Figure 1. Supply network.
Scale bar: 50 um. Pins as bars on the die edge.
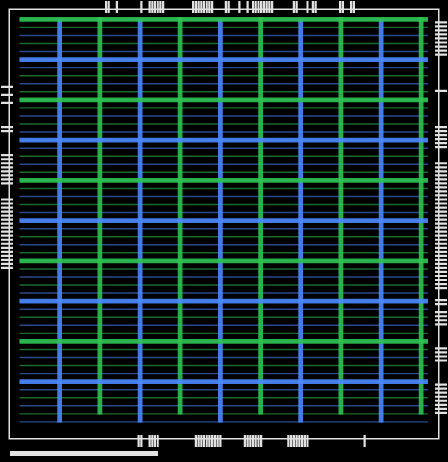
Figure 2. Cell density map.
Scale bar: 50 um. 14 x 14 tiles, from black (low) to pale yellow (high), 0 to 100% covered.
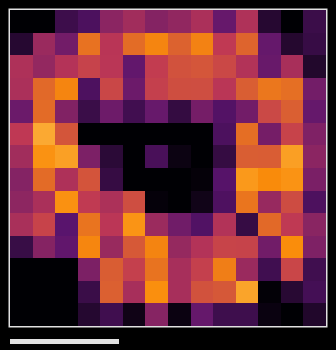
Figure 3. Placed cells, one color a class.
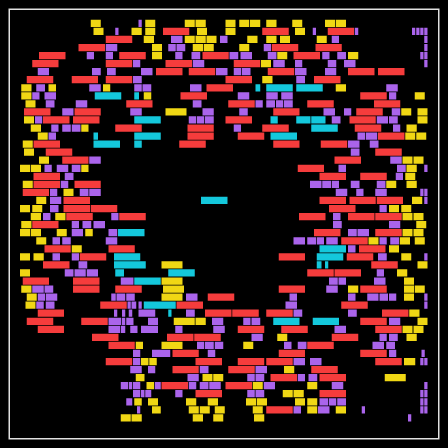
Design ysyx_22040386_imem_resp, sky130hd; sources not shown.
==> notes.md <==
flow finished, numbers: Port Buf Inserts=134, Cells after DPL=778, Pleak=3.191 nW, Syn Area/Cell=13.79 um2, worst slew pin tran=0.5402 ns, H-tree depth=4, dominant cell by count in the synthesized netlist=dfrtp_1, CTS tree=done, Tmin final=1.944 ns, worst rel slew slack=0.6377, top cell types by occurrence after synthesis=dfrtp_1, o21a_1, o22a_1, run status=completed, met3 Use GR=0.03472, Ports=168, Worst-path clk slew=0.05 ns, top cells, area=dfrtp_1, mux2_2, o22a_1, routed len/inst=15.53 um, CP Class=primary input to output port, crit path DRT=1.76 ns, first-pass detailed-route iteration total=4, Vias=3781, Hold Vio Cnt, Final=0, Antenna Cells=0, Setup-failing EPs final=0, hpwl dp=8.563 mm, area leader, netlist=dfrtp_1, Worst EP arrival=1.50 ns, Unique cell types=27
About Figure 1:
VSS: drawn in blue. VDD: drawn in green.
The core has 50 rows. 168 signal pins sit on the boundary. 10 straps on met5.
VDD IR max: 0.0004826 V
Die Width: 144.6 um

About Figure 2:
The mean over all tiles is 37%. 5.6% of the tiles are over 75% full. 14% of the tiles are nearly empty. The emptiest ninth of the die: center. The fullest tile reaches 81%.
Initial Utilization: 0.3071
fin util: 0.4224
Core Area: 0.01877 mm2

About Figure 3:
all other logic: drawn in purple, cells 257. clock drivers and dummy loads: drawn in cyan, cells 30. other buffers and delay cells: drawn in yellow, cells 153. flops: drawn in red, cells 134.
FP Rows: 50
flop share of the area: 0.4230
Finished Cell Area: 0.007928 mm2

[per-layer routing]
metal  share of wire  wire [um]  vias up
met5               0          0        -
met4           0.012        149        0
met3           0.054        673       12
met2            0.50       6214      118
met1            0.44       5511     1892
li1                -          -     1759
[through the flow]
stage          hold WS (ns)  cell area (um2)  worst slack [ns]
2_1_floorplan        0.1444             5883            0.6189
4_1_cts              0.1194             7928            0.2366
3_5_place_dp         0.4787             7366          -0.03901
6_report             0.1183             7928            0.2562
5_1_grt              0.1310             7928            0.1826
3_3_place_gp         0.4727             7366          -0.02798
[layout make-up]
type	count	area, um2
clock buffers	21	460.4
clock inverters	9	103.9
fillers	1708	10840
inverters	2	7.507
multi-input cells	255	2127
flip-flops and latches	134	3353
well taps	234	292.8
repair buffers	153	1583
[power by group]
group / switching (mW) / internal [mW]
Combinational: 0.666 / 0.832
Clock: 1.01 / 1.71
Sequential: 0.244 / 2.92
[worst max-delay path, delay by kind of cell]
family | cells | cell delay, ns
AND/OR/NAND/NOR | 2 | 0.27
buffers and inverters | 2 | 0.80
[what timing repair did]
| action | in CTS | in global routing |
|---|---|---|
| hold buffers | 0 | 0 |
| setup endpoints to repair | 2 | 0 |
| gates resized | 2 | 0 |
[logic make-up after synthesis]
family | count (synthesis) | synth area share
AND-OR/OR-AND | 136 | 0.1934
flip-flops | 134 | 0.5819
multiplexers | 65 | 0.1270
buffers and inverters | 61 | 0.07295
AND/OR/NAND/NOR | 18 | 0.01824
adder cells (fa/ha/maj) | 2 | 0.004341
other | 1 | 0.0006507
XOR/XNOR | 1 | 0.001520
Power and IR drop assume default switching activity.
